Figure 1. Routing congestion (run 1).
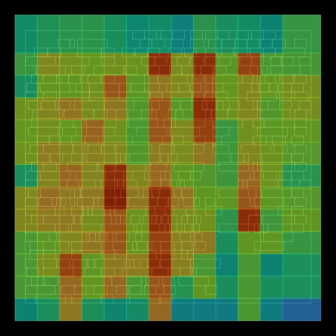
Figure 2. Pin map (run 1).
(4 px per um) Pins as bars across the die edge, other pins in gray.
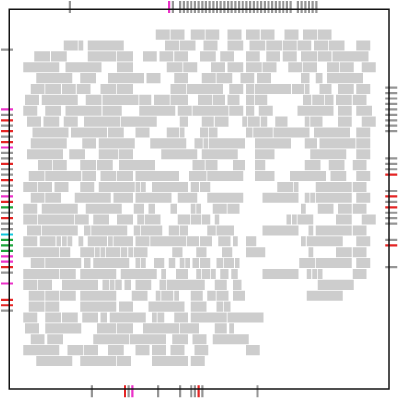
Figure 3. A small window of the routed layout (run 1).
Window x 35 to 60, y 16 to 41 um. Cells in gray, sequential cells in the stronger gray; small squares are vias.
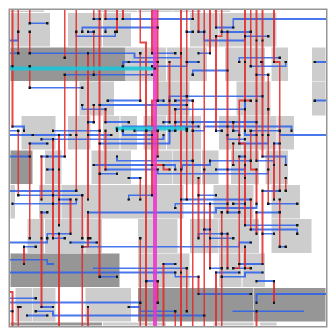
==> config.mk <==
export PLATFORM = sky130hd
export DESIGN_NAME = instr_sequencer_flat
export DESIGN_NICKNAME = d
export VERILOG_FILES = /design/src/rtl/instr_sequencer_if.sv /design/src/rtl/instr_sequencer.sv /design/src/flat_wrapper.sv
export SDC_FILE = /design/constraint.sdc
export NUM_CORES = 1
export LEC_CHECK = 0
export CORE_MARGIN = 3
export CORE_UTILIZATION = 45
export CTS_CLUSTER_DIAMETER = 120
export CTS_CLUSTER_SIZE = 28
export DETAILED_ROUTE_END_ITERATION = 12
export GPL_TIMING_DRIVEN = 1
export PLACE_DENSITY = 0.87
export SYNTH_ARGS = -nofsm -noshare
export SYNTH_HDL_FRONTEND = slang
export SYNTH_SLANG_ARGS = --single-unit
==> constraint.sdc <==
create_clock -name clk -period 3.9 [get_ports clk]
set_input_delay 0.78 -clock clk [delete_from_list [all_inputs] [get_ports clk]]
set_output_delay 0.78 -clock clk [all_outputs]
set_load 0.05 [all_outputs]
==> src/rtl/instr_sequencer_if.sv <==
// Memory bus between the instruction sequencer and unified memory.
// The sequencer is master; mem_ready completes the current access.
interface instr_sequencer_if #(
  parameter int ADDR_W = 16
) ();
  logic [ADDR_W-1:0] mem_addr;
  logic              mem_rd_en;
  logic              mem_wr_en;
  logic [15:0]       mem_rdata;
  logic              mem_ready;

  modport master (
    output mem_addr,
    output mem_rd_en,
    output mem_wr_en,
    input  mem_rdata,
    input  mem_ready
  );

  modport slave (
    input  mem_addr,
    input  mem_rd_en,
    input  mem_wr_en,
    output mem_rdata,
    output mem_ready
  );
endinterface

==> src/rtl/instr_sequencer.sv <==
// Multi-cycle fetch/decode/execute sequencer for the 16-bit datapath.
// Optional SEQ_RETIRE_COUNT_EN adds a retired-instruction counter.
module instr_sequencer #(
  parameter int              ADDR_W   = 16,
  parameter logic [ADDR_W-1:0] RESET_PC = '0
) (
  input  logic              clk,
  input  logic              reset,
  input  logic              run,
  instr_sequencer_if.master bus,
  input  logic [15:0]       addr_reg_data,
  output logic [3:0]        opcode,
  output logic [3:0]        rdest,
  output logic [3:0]        rsrc,
  output logic [7:0]        immediate,
  output logic              use_imm,
  output logic              reg_we,
  output logic              wb_sel,
  output logic [15:0]       load_data,
  output logic [ADDR_W-1:0] pc,
  output logic              busy
`ifdef SEQ_RETIRE_COUNT_EN
  ,
  output logic [31:0]       retired_count
`endif
);

  typedef enum logic [2:0] {
    IDLE,
    FETCH,
    DECODE,
    EXEC,
    MEM,
    WB
  } state_t;

  state_t      state;
  logic [15:0] ir;
  logic        st_op;
  logic        rd_q;
  logic        wr_q;

  logic        cls_r;
  logic        cls_m;
  logic        cls_i;
  logic        is_ld;
  logic        is_st;
  logic        is_nop;
  logic        retire;

  always_comb begin
    cls_r  = (ir[15:12] == 4'h0);
    cls_m  = (ir[15:12] == 4'h4);
    cls_i  = !cls_r && !cls_m;
    is_ld  = cls_m && (ir[7:4] == 4'h0);
    is_st  = cls_m && (ir[7:4] == 4'h4);
    is_nop = cls_m && !is_ld && !is_st;
  end

  // Last cycle of an instruction: the only point where run is sampled.
  always_comb begin
    retire = 1'b0;
    unique case (state)
      EXEC:    retire = 1'b1;
      WB:      retire = 1'b1;
      MEM:     retire = bus.mem_ready && st_op;
      DECODE:  retire = is_nop;
      default: retire = 1'b0;
    endcase
  end

  assign bus.mem_addr  = (state == MEM) ?
                         addr_reg_data[ADDR_W-1:0] : pc;
  assign bus.mem_rd_en = rd_q;
  assign bus.mem_wr_en = wr_q;

  always_ff @(posedge clk or posedge reset) begin
    if (reset) begin
      state     <= IDLE;
      pc        <= RESET_PC;
      ir        <= '0;
      st_op     <= 1'b0;
      rd_q      <= 1'b0;
      wr_q      <= 1'b0;
      opcode    <= '0;
      rdest     <= '0;
      rsrc      <= '0;
      immediate <= '0;
      use_imm   <= 1'b0;
      reg_we    <= 1'b0;
      wb_sel    <= 1'b0;
      load_data <= '0;
      busy      <= 1'b0;
    end else begin
      reg_we <= 1'b0;
      unique case (state)
        IDLE: begin
          if (run) begin
            state <= FETCH;
            rd_q  <= 1'b1;
            busy  <= 1'b1;
          end
        end
        FETCH: begin
          if (bus.mem_ready) begin
            ir    <= bus.mem_rdata;
            pc    <= pc + ADDR_W'(1);
            rd_q  <= 1'b0;
            state <= DECODE;
          end
        end
        DECODE: begin
          unique case (1'b1)
            cls_r: begin
              opcode  <= ir[7:4];
              rdest   <= ir[11:8];
              rsrc    <= ir[3:0];
              use_imm <= 1'b0;
            end
            cls_m: begin
              rdest <= ir[11:8];
              rsrc  <= ir[3:0];
            end
            cls_i: begin
              opcode    <= ir[15:12];
              rdest     <= ir[11:8];
              immediate <= ir[7:0];
              use_imm   <= 1'b1;
            end
            default: ;
          endcase
          if (is_ld) begin
            state <= MEM;
            rd_q  <= 1'b1;
            st_op <= 1'b0;
          end else if (is_st) begin
            state <= MEM;
            wr_q  <= 1'b1;
            st_op <= 1'b1;
          end else if (!is_nop) begin
            state  <= EXEC;
            reg_we <= 1'b1;
            wb_sel <= 1'b0;
          end
        end
        MEM: begin
          if (bus.mem_ready && !st_op) begin
            rd_q      <= 1'b0;
            load_data <= bus.mem_rdata;
            state     <= WB;
            reg_we    <= 1'b1;
            wb_sel    <= 1'b1;
          end
        end
        EXEC, WB: ;
        default: state <= IDLE;
      endcase
      // Boundary handling overrides the per-state updates above.
      if (retire) begin
        wr_q <= 1'b0;
        if (run) begin
          state <= FETCH;
          rd_q  <= 1'b1;
          busy  <= 1'b1;
        end else begin
          state <= IDLE;
          rd_q  <= 1'b0;
          busy  <= 1'b0;
        end
      end
    end
  end

`ifdef SEQ_RETIRE_COUNT_EN
  always_ff @(posedge clk or posedge reset) begin
    if (reset) begin
      retired_count <= '0;
    end else if (retire) begin
      retired_count <= retired_count + 32'd1;
    end
  end
`endif

endmodule
==> src/flat_wrapper.sv <==
// flat-port wrapper written by rule: the top's interface ports become plain ports
module instr_sequencer_flat 
#(
  parameter int              ADDR_W   = 16,
  parameter logic [ADDR_W-1:0] RESET_PC = '0
)
  (clk, reset, run, addr_reg_data, opcode, rdest, rsrc, immediate, use_imm, reg_we, wb_sel, load_data, pc, busy, bus_mem_addr, bus_mem_rd_en, bus_mem_wr_en, bus_mem_rdata, bus_mem_ready);
  instr_sequencer_if #(.ADDR_W(ADDR_W)) bus_i ();
  input  logic clk;
  input  logic reset;
  input  logic run;
  input  logic [15:0] addr_reg_data;
  output logic [3:0] opcode;
  output logic [3:0] rdest;
  output logic [3:0] rsrc;
  output logic [7:0] immediate;
  output logic use_imm;
  output logic reg_we;
  output logic wb_sel;
  output logic [15:0] load_data;
  output logic [ADDR_W-1:0] pc;
  output logic busy;
  output wire logic [$bits(bus_i.mem_addr)-1:0] bus_mem_addr;
  output wire logic [$bits(bus_i.mem_rd_en)-1:0] bus_mem_rd_en;
  output wire logic [$bits(bus_i.mem_wr_en)-1:0] bus_mem_wr_en;
  input wire logic [$bits(bus_i.mem_rdata)-1:0] bus_mem_rdata;
  input wire logic [$bits(bus_i.mem_ready)-1:0] bus_mem_ready;
  assign bus_mem_addr = bus_i.mem_addr;
  assign bus_mem_rd_en = bus_i.mem_rd_en;
  assign bus_mem_wr_en = bus_i.mem_wr_en;
  assign bus_i.mem_rdata = bus_mem_rdata;
  assign bus_i.mem_ready = bus_mem_ready;
  instr_sequencer #(.ADDR_W(ADDR_W), .RESET_PC(RESET_PC)) u_core (.clk(clk), .reset(reset), .run(run), .bus(bus_i), .addr_reg_data(addr_reg_data), .opcode(opcode), .rdest(rdest), .rsrc(rsrc), .immediate(immediate), .use_imm(use_imm), .reg_we(reg_we), .wb_sel(wb_sel), .load_data(load_data), .pc(pc), .busy(busy));
endmodule
==> results.toml, run 1 <==
# synthesis and place-and-route metrics
[finish]
utilization_pct = 66.11
layout-drive-gt1-share_pct = 19.90
nFillCells = 581
nets = 429
diodes = 0
area_growth_pct = 39.54

[critical_path]
crit_family = "simple AND/OR/NAND/NOR gates"
rrSetupSlack_ns = 1.78
crit_fanout = 19
startpoint = "u_core.state[1]"
r2r_start = "u_core.state[1]"
cp_slowest_cell = "clkdlybuf4s50_1"
path_cells = "nor2_1 -> and2_1 -> mux2_2 -> clkdlybuf4s50_1"
r2r-end = "u_core.rsrc[0]"
worstPathArrival_ns = 2.91
worstSetupEndpointType = "output pin"
slowest_delay_ns = 0.70
critical_path_class = "flip-flop to output pin"
cp.buffers_inverters = 1
start_kind = "flip-flop"
required_ns = 3.12
r2r_cells = 3

[floorplanning]
io_pins = 110
fp.dieW_um = 94.55
floorplan.core_util_pct = 47.38
die_h_um = 94.55
num_rows = 31
die_area_mm2 = 0.008940
core_mm2 = 0.007447

[grt]
grt_max_degree = 79
antenna_found_initial = 0
grt_pass1_wl_um = 13580
grt_pass1_vias = 2683
gr-total-overflow = 0

[final_timing]
whs_ns = 0.4764
finalSetupViolCount = 0
max_freq_ghz = 0.2709
maxSlewViolCount = 0
setup_ws_ns = 0.2088
finalCritPeriodShare_pct = 94.65
finalHoldViolations = 0
tightest_slew_ns = 0.8218
tns_ns = 0
fin_skew_ns = 0.01037
timing.final.crit_period_ns = 3.691
rsz0062_at_grt = "false"
slew_headroom_pct = 45.08

[pwr]
powerDensity_mw_per_mm2 = 834.2
worst_ir_drop_vdd_mv = 0.6974
power.leakage_uw = 0.002138

[clock_tree]
cts_hold_buffers = 0
cts_max_path_buffers = 2
tritoncts = "done"
cts_setup_buffers = 0
htreeDepth = 3
cts_buffers = 9
clk_latency_ns = 0.34
root_buffer = "clkbuf_8"
cts_resized = 0
clkSlewWorstSetupHoldPaths_ns = 0.07
clock_sinks = 78

[placement]
place_ws_ns = 0.5489
io_buffers = 109
hpwlAfterDp_um = 5906
gp_congestion = 0.8915

[min_path]
worstHoldPathType = "flip-flop to flip-flop"
min_delay_path_depth = 2
hold_end = "u_core.rdest[2]"
hold_start = "u_core.ir[10]"

[synthesis]
yosys_warnings = 0
ys_cells = 282
ys_area_mm2 = 0.003528
top_cells_by_count = "dfrtp_1, mux2_2, nand2_1"
syn_area_per_cell_um2 = 12.51
synth.area.top_cells = "dfrtp_1, mux2_2, mux2_1, nand2_1, xnor2_1"
synth_nets = 319
top_area_cell = "dfrtp_1"
synth-edff-count = 0
ys.flops = 78
top_cell_area_share_pct = 55.32
ff_type = "dfrtp_1"
syn_inst = 282
ys_async_sr_fraction_pct = 100.0
seq_area_frac_synth_pct = 55.32
ys_types = 47
synth.most_common_cell = "dfrtp_1"
syn_area_mm2 = 0.003528

[drt]
vias_per_cell = 5.167
detail_route.iter0.violations = 136
wirelength_um = 8161
drc = 0
first_pass_iters = 4
via_count = 2563
ant_nets = 0

[status]
outcome = "finished, final reports clean"

[run]
cap_violations = 0
tool_warnings = 26
## Picture notes: Figure 1
WL/cell: 16.45 um
GRT Max-Usage Layer: met2
total track usage: 19.66%

## Picture notes: Figure 2
Key: magenta = immediate [pins 8, direction output, edge 6 west, 1 north, 1 south]; green = opcode [pins 4, direction output, edge west]; red = bus_mem_rdata [pins 16, direction input, edge 10 west, 4 east, 2 south]; cyan = use_imm [pins 1, direction output, edge west]
All pins by edge: 40 north, 36 west, 23 east, 11 south.

## Picture notes: Figure 3
Key: red = metal 2; cyan = metal 3; blue = metal 1; magenta = metal 4
49 logic cells have their middle in the window. Sequential cells in the window: 4. Most frequent: nor2_1 (6), o21ai_0 (4), dfrtp_1 (4).

==> run 1: worst register-to-register path: stages, from the launching register on <==
cell and delay [ns]:
dfrtp_1 0.68, nor3b_2 0.66, nand2_1 0.29, mux2_1 0.38
==> run 1: sequential cells by signal, summed over array words and instances, names as in the netlist <==
name	flops
u_core.rdest	4
u_core.load_data	16
u_core.bus.mem_rd_en	1
u_core.opcode	4
u_core.state	3
u_core.pc	16
u_core.st_op	1
u_core.busy	1
u_core.reg_we	1
u_core.bus.mem_wr_en	1
u_core.wb_sel	1
u_core.immediate	8
u_core.rsrc	4
u_core.use_imm	1
u_core.ir	16
==> run 1: metal layers <==
layer | vias to the layer above | routed length [um] | global-route usage [%]
met2 | 68 | 4127 | 32.03
met5 | - | 0 | 0
met4 | 0 | 71 | 7.091
met1 | 1269 | 3352 | 24.20
met3 | 5 | 610 | 6.932
li1 | 1221 | - | -
==> run 1: how the worst max path moves through the flow <==
stage	cells past startpoint	to	slack, ns
floorplan	1	u_core.bus.mem_rd_en	1.12
global placement	4	bus_mem_addr[5]	0.66
detailed placement	4	bus_mem_addr[6]	0.55
CTS	4	bus_mem_addr[6]	0.16
global route	4	bus_mem_addr[6]	0.06
finish	4	bus_mem_addr[6]	0.21
==> run 1: cell type report <==
type	count	area, um^2	share of cell area, %
inverter	4	15.01	0.3050
tap	99	123.9	2.516
clock buffer	12	155.1	3.151
timing repair buffer	111	1119	22.72
multi-input combinational	188	1505	30.57
clock inverter	4	53.80	1.093
sequential	78	1952	39.64
==> run 1: logic make-up after synthesis <==
group	synth area share, %
and+or+nand+nor	13.30
DFF	55.32
muxes	19.47
AOI/OAI and AO/OA	5.816
buffers and inverters	2.021
xor gates and xnor gates	3.724
adders and majority gates	0.3546
==> run 1: where the power goes <==
| group | switching (uW) | internal [uW] |
|---|---|---|
| Sequential | 288 | 1120 |
| Combinational | 1280 | 798 |
| Clock | 291 | 333 |
| Total | 1860 | 2250 |
==> run 1: cells in the final DEF, fill, tap and decap left out, types with 2 or more instances in the layout <==
cell type and n:
xnor2_1 12, a22oi_1 2, mux2_1 10, and4_1 2, nor2b_1 2, nand2b_1 2
nor2_1 12, or3b_2 2, mux2_2 51, and3b_1 2, xor2_1 3, nand3b_1 3
a21oi_1 6, nand2_1 28, nand4_1 5, clkinvlp_4 2, clkbuf_8 11, inv_1 3
nor3_1 4, clkdlybuf4s50_1 109, and3_1 6, o21ai_0 7, nand3_1 5, dfrtp_1 78
==> run 1: per-stage QoR <==
stage                     std cells  total power (uW)  area, um^2
after floorplan                 282              2796        3528
after global placement          480              3447        4715
after detailed placement        480              3500        4715
after CTS                       496              4141        4923
after global routing            496              4338        4923
final                           496              4107        4923
==> run 2: changes to the inputs <==
Settings changed: GPL_ROUTABILITY_DRIVEN set to 0.
==> results.toml, run 2 <==
# synthesis and place-and-route metrics
[grt]
met1_usage_pct = 23.72
grtUsageMet2_pct = 29.73
grt_pass1_vias = 2663
busiest_layer = "met2"
antenna_found_initial = 0
grt_pass1_wl_um = 13120
gr-total-overflow = 0
track_usage_pct = 18.94

[finish]
layout-drive-gt1-share_pct = 19.90
nets = 429
area_growth_pct = 38.51
largest_registers = "u_core.ir (16), u_core.load_data (16), u_core.pc (16)"
diodes = 0
utilization_pct = 65.63
nFillCells = 559

[final_timing]
tns_ns = 0
finalSetupViolCount = 0
finalHoldViolations = 0
fin_skew_ns = 0.01009
timing.final.crit_period_ns = 3.703
tightest_slew_ns = 0.9408
slew_headroom_pct = 37.28
finalCritPeriodShare_pct = 94.95
rsz0062_at_grt = "false"

[drt]
drc = 0
vias_per_cell = 5.258
via_count = 2608
wl_per_cell_um = 16.06
wirelength_um = 7964
first_pass_iters = 4
detail_route.iter0.violations = 169

[min_path]
hold_end = "u_core.rdest[1]"
worstHoldPathType = "flip-flop to flip-flop"
hold_start = "u_core.ir[9]"

[synthesis]
ff_type = "dfrtp_1"
top_cell_area_share_pct = 55.32
synth.area.top_cells = "dfrtp_1, mux2_2, mux2_1, nand2_1, xnor2_1"
yosys_warnings = 0
synth_nets = 319
top_cells_by_count = "dfrtp_1, mux2_2, nand2_1"
ys_types = 47
ys_async_sr_fraction_pct = 100.0
syn_inst = 282
syn_area_mm2 = 0.003528
ys_area_mm2 = 0.003528
seq_area_frac_synth_pct = 55.32
ys.flops = 78
synth-edff-count = 0

[critical_path]
slowest_delay_ns = 0.71
r2r_start = "u_core.state[1]"
cp.buffers_inverters = 1
cp_slowest_cell = "clkdlybuf4s50_1"
r2r-end = "u_core.immediate[6]"
required_ns = 3.12
r2r_cells = 3
crit_family = "simple AND/OR/NAND/NOR gates"
critical_path_class = "flip-flop to output pin"
worstSetupEndpointType = "output pin"
worstPathArrival_ns = 2.92

[clock_tree]
root_buffer = "clkbuf_8"
cts_max_path_buffers = 2
clkSlewWorstSetupHoldPaths_ns = 0.08
cts_setup_buffers = 0
tritoncts = "done"
htreeDepth = 3
clk_latency_ns = 0.35
clock_sinks = 78

[run]
tool_warnings = 26

[floorplanning]
floorplan.core_util_pct = 47.38
die_area_mm2 = 0.008940
core_mm2 = 0.007447
num_rows = 31
io_pins = 110

[pwr]
worst_ir_drop_vdd_mv = 0.5358
powerDensity_mw_per_mm2 = 825.7
power.leakage_uw = 0.002127

[placement]
io_buffers = 109
hpwlAfterDp_um = 5790

[status]
outcome = "finished, final reports clean"
[run 2: cell types whose count changed in the layout (fill, tap and decap cells not counted), sizes merged]
| cell | delta |
|---|---|
| clkinv | +2 |
| clkinvlp | -1 |
| bufinv | -1 |
[run 2: how the worst max path moves through the flow]
stage,slack (ns),from,to,cells past startpoint
detailed placement,0.57,u_core.state[1],bus_mem_addr[6],4
floorplan,1.12,reset,u_core.bus.mem_rd_en,1
global placement,0.66,u_core.state[1],bus_mem_addr[5],4
CTS,0.18,u_core.state[1],bus_mem_addr[6],4
global route,0.05,u_core.state[1],bus_mem_addr[6],4
finish,0.20,u_core.state[1],bus_mem_addr[6],4
[run 2: cells by family after synthesis]
kind of cell | Yosys count | synth area share [%]
simple gates | 83 | 13.30
flops | 78 | 55.32
mux | 61 | 19.47
compound gates | 28 | 5.816
buf+inv | 16 | 2.021
xor+xnor | 15 | 3.724
fa+ha+maj | 1 | 0.3546
[run 2: cell type report]
class                           instances  area [um^2]  area share, %
Sequential cell                        78         1952          39.94
Multi-Input combinational cell        188         1505          30.80
Timing Repair Buffer                  111         1106          22.63
Clock buffer                           12        155.1          3.175
Tap cell                               99        123.9          2.535
Clock inverter                          4        30.03         0.6144
Inverter                                4        15.01         0.3072
[run 2: metal layers]
layer	wire, um	up-vias	part of all wire (%)
met5	0	-	0
met3	715	11	9.0
met1	3261	1276	41
met4	130	0	1.6
met2	3857	92	48
li1	-	1229	-
[run 2: stage by stage]
step	hold slack (ns)	std cells	total power, uW	instance area [um^2]	setup slack, ns
floorplan	0.4348	282	2796	3528	1.125
global placement	0.4423	480	3440	4702	0.6617
detailed placement	0.4494	480	3494	4702	0.5744
CTS	0.4655	496	4071	4887	0.1823
global route	0.5052	496	4251	4887	0.05426
finish	0.4663	496	4036	4887	0.1970
[run 2: worst register-to-register path, stage by stage, from the launching register on]
cell     delay (ns)
dfrtp_1        0.69
or3b_1         0.57
nor2_4         0.38
mux2_1         0.37
[run 2: where the power goes]
group | switching, uW | leakage, uW | internal [uW]
logic | 1270 | 0.00104 | 797
clock network | 294 | 0.0000930 | 269
registers | 283 | 0.000997 | 1120
total | 1850 | 0.00213 | 2190
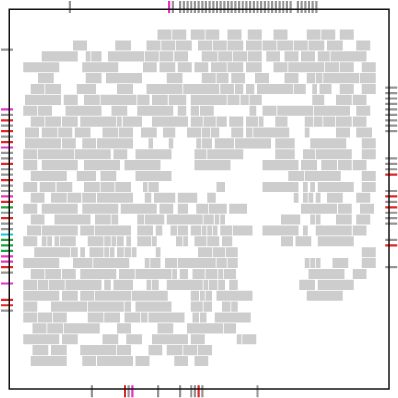
Figure 4: run 2, pin map.
(4 px per um) Pins as bars across the die edge, other pins in gray.
Key: cyan = use_imm [pins 1, direction output, edge west]; green = opcode [pins 4, direction output, edge west]; magenta = immediate [pins 8, direction output, edge 6 west, 1 north, 1 south]; red = bus_mem_rdata [pins 16, direction input, edge 10 west, 4 east, 2 south]

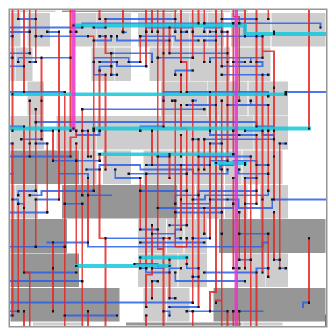
Figure 5: run 2, a small window of the routed layout.
Window x 35 to 60, y 16 to 41 um. Cells in gray, sequential cells in the stronger gray; small squares are vias.

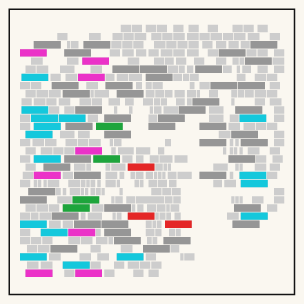
Figure 6: run 2, sequential cells grouped by signal name.
(3 px per um) Other sequential cells in the stronger gray, the rest of the logic in the fainter gray.
Key: red = u_core.state [placed flops 3]; cyan = u_core.load_data [placed flops 16]; magenta = u_core.immediate [placed flops 8]; green = u_core.opcode [placed flops 4]
Another 47 sequential cells are not colored.

Power figures rest on the tool's default switching activity, not on a simulated workload.
